## config.mk

```make
export PLATFORM = sky130hd
export DESIGN_NAME = expr_scheduler
export DESIGN_NICKNAME = d
export VERILOG_FILES = /design/src/rtl/expr_scheduler.sv
export SDC_FILE = /design/constraint.sdc
export NUM_CORES = 1
export LEC_CHECK = 0
export CORE_AREA = 5 5 147 149
export CTS_CLUSTER_SIZE = 25
export DETAILED_ROUTE_END_ITERATION = 8
export DIE_AREA = 0 0 152 154
export GPL_TIMING_DRIVEN = 0
export HOLD_SLACK_MARGIN = 0.02
export PLACE_DENSITY = 0.74
export SYNTH_ARGS = -nofsm -noshare
export SYNTH_HDL_FRONTEND = slang
export SYNTH_SLANG_ARGS = --single-unit
```

## constraint.sdc

```tcl
create_clock -name clk -period 2.1 [get_ports clk]
set_input_delay 0.315 -clock clk [delete_from_list [all_inputs] [get_ports clk]]
set_output_delay 0.315 -clock clk [all_outputs]
set_load 0.01 [all_outputs]
```

## src/rtl/expr_scheduler.sv

```systemverilog
// Two-requester round-robin scheduler in front of a shared fixed-latency expression datapath.
// Each accepted operand vector is driven to the datapath and its result is returned tagged with the owner.
module expr_scheduler #(
  parameter int unsigned LAT = 1
) (
  input  logic        clk,
  input  logic        rst_n,
  input  logic        req0_valid,
  output logic        req0_ready,
  input  logic [59:0] req0_ops,
  input  logic        req1_valid,
  output logic        req1_ready,
  input  logic [59:0] req1_ops,
  output logic [59:0] dp_ops,
  input  logic [89:0] dp_y,
  output logic        rsp_valid,
  input  logic        rsp_ready,
  output logic [89:0] rsp_y,
  output logic        rsp_id,
  output logic        busy,
  output logic [15:0] issue_cnt,
  output logic [1:0]  o_dbg_state
);

  // Handshakes: a transfer happens on a rising edge where valid and ready are both high.
  // Producers hold valid (and payload) until ready; ready never depends on anything but
  // state, history and the valids themselves.

  typedef enum logic [1:0] {
    S_IDLE = 2'd0,
    S_WAIT = 2'd1,
    S_RESP = 2'd2
  } state_t;

  localparam logic [3:0] LAT_W = 4'(LAT);

  state_t      r_state;
  state_t      w_state_nxt;
  logic [3:0]  r_cnt;
  logic        r_last;
  logic        r_owner;
  logic [59:0] r_dp_ops;
  logic [89:0] r_rsp_y;
  logic        r_rsp_id;
  logic        r_rsp_valid;
  logic [15:0] r_issue_cnt;
  logic        w_grant0;
  logic        w_grant1;
  logic        w_accept;

  always_comb begin
    w_state_nxt = r_state;
    w_grant0    = 1'b0;
    w_grant1    = 1'b0;
    case (r_state)
      S_IDLE: begin
        // r_last == 1 means requester 1 won last time, so requester 0 has priority now.
        if (rst_n) begin
          w_grant1 = req1_valid && (!req0_valid || !r_last);
          w_grant0 = req0_valid && !w_grant1;
        end
        if (w_grant0 || w_grant1) w_state_nxt = S_WAIT;
      end
      S_WAIT: begin
        if (r_cnt == 4'd1) w_state_nxt = S_RESP;
      end
      S_RESP: begin
        if (rsp_ready) w_state_nxt = S_IDLE;
      end
      default: w_state_nxt = S_IDLE;
    endcase
  end

  assign w_accept = w_grant0 || w_grant1;

  always_ff @(posedge clk or negedge rst_n) begin
    if (!rst_n) begin
      r_state     <= S_IDLE;
      r_cnt       <= 4'd0;
      r_last      <= 1'b1;
      r_owner     <= 1'b0;
      r_dp_ops    <= 60'd0;
      r_rsp_y     <= 90'd0;
      r_rsp_id    <= 1'b0;
      r_rsp_valid <= 1'b0;
      r_issue_cnt <= 16'd0;
    end else begin
      r_state <= w_state_nxt;
      if (w_accept) begin
        r_dp_ops    <= w_grant1 ? req1_ops : req0_ops;
        r_cnt       <= LAT_W;
        r_owner     <= w_grant1;
        r_last      <= w_grant1;
        r_issue_cnt <= r_issue_cnt + 16'd1;
      end else if (r_state == S_WAIT) begin
        r_cnt <= r_cnt - 4'd1;
        // Counter reaching 1 marks the cycle dp_y is valid for the issued operands.
        if (r_cnt == 4'd1) begin
          r_rsp_y     <= dp_y;
          r_rsp_id    <= r_owner;
          r_rsp_valid <= 1'b1;
        end
      end else if ((r_state == S_RESP) && rsp_ready) begin
        r_rsp_valid <= 1'b0;
      end
    end
  end

  assign req0_ready  = w_grant0;
  assign req1_ready  = w_grant1;
  assign dp_ops      = r_dp_ops;
  assign rsp_valid   = r_rsp_valid;
  assign rsp_y       = r_rsp_y;
  assign rsp_id      = r_rsp_id;
  assign busy        = (r_state != S_IDLE);
  assign issue_cnt   = r_issue_cnt;
  assign o_dbg_state = r_state;

endmodule
```

==> run summary <==
The run has ended; figures from its reports follow.

The run finished with clean final reports. In the CTS report, the clock slew at the register clock pins of the worst setup and hold paths is listed as 0.07 ns. Per the synthesis report, the XOR/XNOR share of the synthesized area is 0.0218.

No sink is reached through more buffers than the 2 on the longest clock path. After synthesis, the cell types taking the most area are dfrtp_1 (60%), mux2_1 (12%), a21oi_1 (8.4%), nand2_1 (3.9%), nor2_1 (3.5%). Per the summary, power density relative to cell area is 1400 nW/um^2. The core region is 20000 um^2. Clock tree synthesis inserted a total of 17 buffers. The met2 global-route usage came out at 0.373. The setup slack at placement is -1.14 ns. For this run the detailed placement stage logged an HPWL of 19300 um.

The buffer and inverter count on the worst path came out at 4. The count of TritonRoute iterations in the first routing pass came out at 4. The placement-stage cell area is 11500 um^2. The setup total negative slack is 0 ns.

In this run the top signal layer used is met4. The finished layout cell area came out at 12300 um^2. The arrival time at the worst endpoint is 1.67 ns. The share of synthesized area in the top cell type comes to 0.604.

Using the TritonRoute via totals, the vias-per-cell ratio works out to 4.76. For reference, the final report shows the max-slew violation count at 0. The flip-flop count of the largest register, all copies and words added is 90. In this run the static leakage power is 5.25 nW. The count of instantiated cells in the yosys netlist came out at 624. The worst setup path is launched from a flop. On the critical path the largest part of the delay comes from buffers and inverters. The number of storage elements in the synthesis netlist is 176. During synthesis, Yosys emitted a total of 0 warnings. The peak supply drop is 0.000596 V.

In the post-route report, total wirelength is listed as 24900 um. The hold violation total from the final report is 0. The final timing report derives a shortest allowable period of 1.99 ns. For this run, the slowest stage of the critical path takes 0.43 ns.

In the floorplan report the effective utilization is 0.362. Per the run report, area growth between synthesis and finish was 69.7%. The critical setup path kind is flop to output port.
[where the power goes]
part	total, W	switching (W)	internal (W)	leakage, nW
Combinational	0.00804	0.00345	0.00459	2.89
Sequential	0.00597	0.000911	0.00506	2.08
Clock	0.00325	0.00145	0.00180	0.286
Total	0.0173	0.00581	0.0115	5.25
[timing repair]
action                                  in CTS  in global routing
setup buffers                                8                  0
endpoints found under the setup margin      39                  2
pin swaps                                    3                  1
gates cloned                                 1                  0
resized                                     26                  4
hold endpoints to repair                   104                  0
hold buffers                                 3                  0
[placed cells by master, fill, tap and decap left out, types with 8 or more instances in the layout]
| master | n |
|---|---|
| clkbuf_16 | 17 |
| clkdlybuf4s50_1 | 383 |
| dfrtp_1 | 173 |
| mux2_1 | 79 |
| buf_4 | 8 |
| buf_2 | 13 |
| nor2_1 | 68 |
| clkbuf_1 | 13 |
| buf_6 | 9 |
| a21oi_1 | 121 |
| xnor2_1 | 13 |
| mux2_2 | 13 |
| nand2_1 | 75 |
[cell type report]
cell class                      count  area, um^2  area share
Clock inverter                     14         173      0.0140
Multi-Input combinational cell    409        2640       0.214
Sequential cell                   176        4410       0.358
Timing Repair Buffer              400        4050       0.329
Inverter                            5        28.8     0.00234
Buffer                             34         238      0.0193
Tap cell                          270         338      0.0275
Clock buffer                       18         429      0.0349
[final timing paths]
check,startpoint,endpoint,slack [ns],cells after the start
max,o_dbg_state[1],req0_ready,0.11,6
min,rst_n,issue_cnt[3],0.38,4
max reg2reg,r_cnt[1],rsp_y[59],0.18,7
min reg2reg,r_last,r_last,0.47,2
max in group asynchronous,rst_n,o_dbg_state[1],1.11,3
min in group asynchronous,rst_n,dp_ops[37],0.50,2
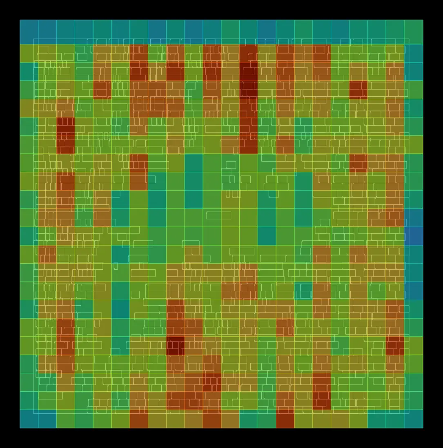
(images/congestion_map.png)
met3 track demand over resource in global routing: 0.0663
average wire per standard cell: 18.8 um
final core utilization: 0.614
total routing usage reported by global routing: 0.210

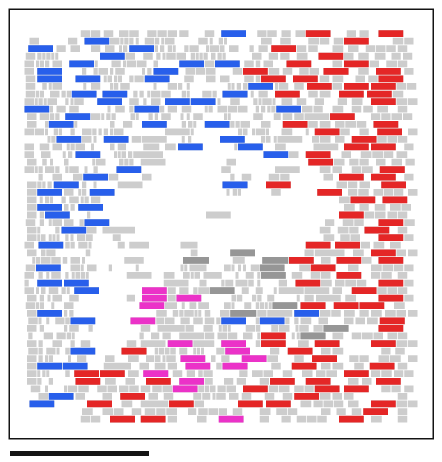
(images/ff_map.png)
Bar = 50 um. Other sequential cells in the stronger grey, the rest of the logic in the fainter grey.
`dp_ops`: marked blue, flops 60. `rsp_y`: marked red, flops 90. `issue_cnt`: marked magenta, flops 16, where south.
Another 10 sequential cells are not coloured.

Power figures rest on the tool's default switching activity, not on a simulated workload.
